[src/rtl/bram_stream_loader.sv]
// Byte-stream BRAM loader: assembles bytes little-endian into words and writes
// them to consecutive addresses starting at 0, for a requested word count.
module bram_stream_loader #(
  parameter int memSize_p   = 8,
  parameter int dataWidth_p = 16
) (
  input  logic                   clk_i,
  input  logic                   rst_i,
  input  logic                   start_i,
  input  logic [memSize_p:0]     length_i,
  input  logic [7:0]             byte_i,
  input  logic                   byte_valid_i,
  output logic                   byte_ready_o,
  output logic                   wr_en_o,
  output logic [memSize_p-1:0]   wr_addr_o,
  output logic [dataWidth_p-1:0] wr_data_o,
  output logic                   busy_o,
  output logic                   done_o
);

  localparam int BYTES  = dataWidth_p / 8;
  localparam int BCNT_W = (BYTES > 1) ? $clog2(BYTES) : 1;

  localparam logic [memSize_p:0]  DEPTH     = {1'b1, {memSize_p{1'b0}}};
  localparam logic [BCNT_W-1:0]   BCNT_LAST = BCNT_W'(BYTES - 1);

  typedef enum logic [1:0] {
    IDLE,
    RECV,
    WRITE,
    DONE
  } state_e;

  state_e                 state_q;
  logic [memSize_p:0]     len_q;
  logic [memSize_p:0]     wcnt_q;
  logic [BCNT_W-1:0]      bcnt_q;
  logic [dataWidth_p-1:0] asm_q;

  logic                   byte_ready_q;
  logic                   wr_en_q;
  logic [memSize_p-1:0]   wr_addr_q;
  logic [dataWidth_p-1:0] wr_data_q;
  logic                   busy_q;
  logic                   done_q;

  logic [memSize_p:0]     len_d;
  logic [memSize_p:0]     wcnt_d;
  logic [dataWidth_p-1:0] asm_d;

  // Requests beyond the memory depth are clamped so the load never wraps.
  assign len_d  = (length_i > DEPTH) ? DEPTH : length_i;
  assign wcnt_d = wcnt_q + (memSize_p + 1)'(1);

  always_comb begin
    // NOTE: default assignment first so every path drives asm_d and no latch is inferred.
    asm_d = asm_q;
    for (int b = 0; b < BYTES; b++) begin
      if (bcnt_q == BCNT_W'(b)) asm_d[8*b +: 8] = byte_i;
    end
  end

  // Outputs are registered alongside the state so no input reaches an output
  // combinationally; wr_addr_q/wr_data_q hold between writes.
  always_ff @(posedge clk_i or posedge rst_i) begin
    // NOTE: non-blocking assignments so every register updates from pre-edge values.
    if (rst_i) begin
      state_q      <= IDLE;
      len_q        <= '0;
      wcnt_q       <= '0;
      bcnt_q       <= '0;
      asm_q        <= '0;
      byte_ready_q <= 1'b0;
      wr_en_q      <= 1'b0;
      wr_addr_q    <= '0;
      wr_data_q    <= '0;
      busy_q       <= 1'b0;
      done_q       <= 1'b0;
    end else begin
      wr_en_q <= 1'b0;
      done_q  <= 1'b0;
      unique case (state_q)
        IDLE: begin
          if (start_i) begin
            len_q     <= len_d;
            wcnt_q    <= '0;
            bcnt_q    <= '0;
            asm_q     <= '0;
            wr_addr_q <= '0;
            busy_q    <= 1'b1;
            if (len_d == '0) begin
              state_q <= DONE;
              done_q  <= 1'b1;
            end else begin
              state_q      <= RECV;
              byte_ready_q <= 1'b1;
            end
          end
        end
        RECV: begin
          if (byte_valid_i) begin
            asm_q <= asm_d;
            if (bcnt_q == BCNT_LAST) begin
              bcnt_q       <= '0;
              state_q      <= WRITE;
              byte_ready_q <= 1'b0;
              wr_en_q      <= 1'b1;
              wr_addr_q    <= wcnt_q[memSize_p-1:0];
              wr_data_q    <= asm_d;
            end else begin
              bcnt_q <= bcnt_q + BCNT_W'(1);
            end
          end
        end
        WRITE: begin
          wcnt_q <= wcnt_d;
          if (wcnt_d == len_q) begin
            state_q <= DONE;
            done_q  <= 1'b1;
          end else begin
            state_q      <= RECV;
            byte_ready_q <= 1'b1;
          end
        end
        DONE: begin
          state_q      <= IDLE;
          busy_q       <= 1'b0;
          byte_ready_q <= 1'b0;
        end
        default: begin
          state_q      <= IDLE;
          busy_q       <= 1'b0;
          byte_ready_q <= 1'b0;
        end
      endcase
    end
  end

  assign byte_ready_o = byte_ready_q;
  assign wr_en_o      = wr_en_q;
  assign wr_addr_o    = wr_addr_q;
  assign wr_data_o    = wr_data_q;
  assign busy_o       = busy_q;
  assign done_o       = done_q;

endmodule

[config.mk]
export PLATFORM = sky130hd
export DESIGN_NAME = bram_stream_loader
export DESIGN_NICKNAME = d
export VERILOG_FILES = /design/src/rtl/bram_stream_loader.sv
export SDC_FILE = /design/constraint.sdc
export NUM_CORES = 1
export LEC_CHECK = 0
export CAP_MARGIN = 0
export CELL_PAD_IN_SITES_DETAIL_PLACEMENT = 0
export CELL_PAD_IN_SITES_GLOBAL_PLACEMENT = 2
export CORE_MARGIN = 4
export CORE_UTILIZATION = 32
export CTS_CLUSTER_SIZE = 30
export DETAILED_ROUTE_END_ITERATION = 6
export PLACE_DENSITY_LB_ADDON = 0.1
export SLEW_MARGIN = 5
export SYNTH_ARGS = -nofsm -noshare
export SYNTH_HDL_FRONTEND = slang
export SYNTH_SLANG_ARGS = --single-unit
[constraint.sdc]
create_clock -name clk_i -period 2.4 [get_ports clk_i]
set_input_delay 0.36 -clock clk_i [delete_from_list [all_inputs] [get_ports clk_i]]
set_output_delay 0.36 -clock clk_i [all_outputs]
set_load 0.01 [all_outputs]
==> reports/qor.csv <==
stage,metric,value,unit
run_status,status,"finished, final reports clean",
logic_synthesis,# Cells Yosys,274,
routing,Vias,2013,
routing,Pre-antenna DRT Iters,4,
logic_synthesis,Post-Syn Nets,296,
pwr,Seq pwr share,39.3,%
logic_synthesis,Flops after synth,57,
layout,Top Layout Cells,"nand2_1 (82), dfrtp_1 (57), clkdlybuf4s50_1 (48)",
layout,most numerous logic cell after layout,nand2_1,
critical_path,Setup crit start,wcnt_q[0]$_DFFE_PP0P_,
cts,clk buf depth,2,
placement,Placed Instances,421,
placement,gpl congestion,0.774,
pwr,maximum vdd ir drop,0.519,mV
placement,port buffer count,48,
timing,Rel. slew slack,70.2,%
pwr,internal power,2.52,mW
timing,Fmax,498,MHz
die,Core Util at FP,32.7,%
logic_synthesis,"AND-OR/OR-AND Cells, Area Fraction",10.3,%
layout,Comb area,1150,um^2
timing,Period minus WS final,2.01,ns
die,die width,99.4,um
logic_synthesis,simple share,23.5,%
pwr,Switching Fraction,36.9,%
die,std cell rows,33,
job,max_cap viols,0,
placement,Post-Place Setup Slack,0.402,ns
critical_path,r2r setup slk,0.39,ns
pwr,Power Dens Cells,1160,nW/um^2
critical_path,reg2reg path depth,6,
cts,clock-pin slew on the worst setup and hold paths,0.07,ns
layout,Synth-to-Final Area Change,29.5,%
critical_path,family with the most delay on the worst path,simple AND/OR/NAND/NOR gates,
cts,post-CTS setup buffer count,0,
die,Top Ports,49,
routing,WL final,6.15,mm
job,OpenROAD warning count,26,
routing,DR iter-0 viols,64,
layout,Final Non-Filler Cells,437,
die,Die Size,9890,um^2
cts,Clock Latency Late Sink,0.33,ns
critical_path,Crit path depth,6,
cts,CTS Hold Bufs,0,
critical_path,"Arr. time, crit path",2.21,ns
synth_stat cells, drive strengths merged:
cell type / number / area share [%]
clkbuf: 3 / 0.42
xor2: 4 / 1.3
nand2: 82 / 12
a22o: 8 / 2.7
nand3: 9 / 2.2
o21a: 3 / 0.84
mux2i: 11 / 4.1
nand2b: 1 / 0.23
nor3: 6 / 1.1
o22ai: 1 / 0.23
o21ai: 13 / 2.4
o41ai: 1 / 0.33
o31ai: 1 / 0.28
buf: 9 / 2.5
dfrtp: 57 / 53
nand4: 2 / 1.0
o2bb2ai: 1 / 0.33
ha: 1 / 0.47
a21o: 1 / 0.33
a32o: 1 / 0.37
xnor2: 9 / 3.2
nor2: 19 / 2.8
and3: 2 / 0.84
o32ai: 1 / 0.33
nand3b: 8 / 2.2
o41a: 1 / 0.42
nor2b: 1 / 0.23
a211oi: 1 / 0.28
inv: 6 / 0.84
a21oi: 8 / 1.5
nor4: 3 / 1.3
layout make-up:
type	count	area share, %
Clock inverter	5	1.59
Multi-Input combinational cell	199	33.2
Timing Repair Buffer	54	15.5
Sequential cell	57	41.2
Tap cell	105	3.79
Clock buffer	11	4.08
Inverter	6	0.650
layer usage:
metal / wire, um / global-route usage, %
met1: 3130 / 19.1
met2: 2630 / 20.1
met3: 309 / 4.07
met4: 89 / 5.25
met5: 0 / 0
power groups by stage:
stage                     clock, mW  combinational (mW)  sequential, mW
final                         0.892                1.54            1.57
after global routing          0.973                1.73            1.63
after CTS                     0.926                1.57            1.58
after detailed placement          0                1.57            1.60
after global placement            0                1.56            1.60
after floorplan                   0               0.967            1.57
sequential cells by signal, indices dropped and copies added (netlist names):
name          flops
wr_en_o           1
wcnt_q            9
byte_ready_o      1
asm_q             8
len_q             9
wr_addr_o         8
wr_data_o        16
done_o            1
busy_o            1
bcnt_q            1
state_q           2
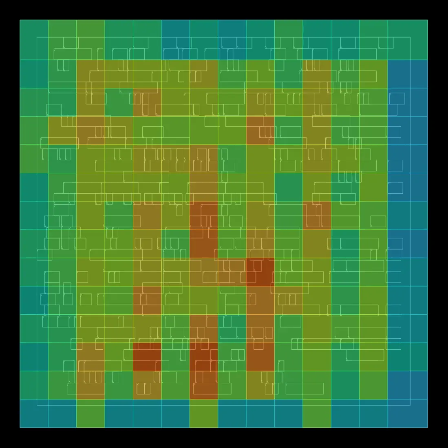
*Congestion heat map*
GR Util met2: 20.1%
GR Util All Layers: 13.7%
global routing usage on met3: 4.07%
most used routing layer: met2

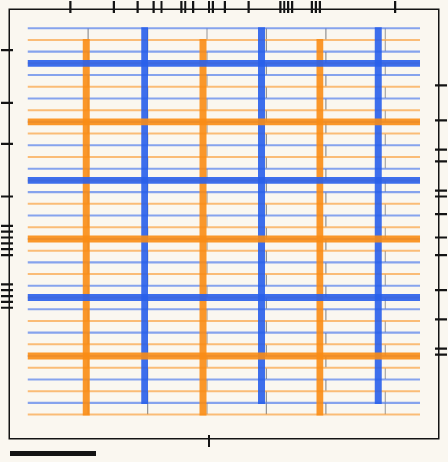
*Power grid*
Bar = 20 um. Pins as bars on the die edge. Tap cells in gray.
net	color
VSS	orange
VDD	blue
rows	33
tap cells	105

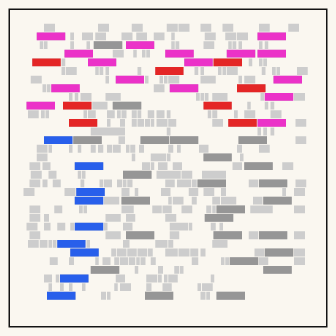
*Register map, names as in the netlist*
Other sequential cells in the stronger gray, the rest of the logic in the fainter gray.
name in the netlist	color	placed flops
asm_q	red	8
len_q	blue	9
wr_data_o	magenta	16
not colored	24
seq pwr: 1.57 mW
utilization after layout: 42.4%

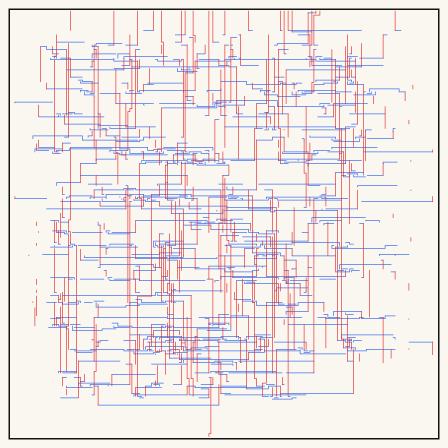
*Signal wires by layer*
Only two layers are drawn.
layer	color	wire length
met2	red	2,630 um
met1	blue	3,130 um

Power and IR drop assume default switching activity.
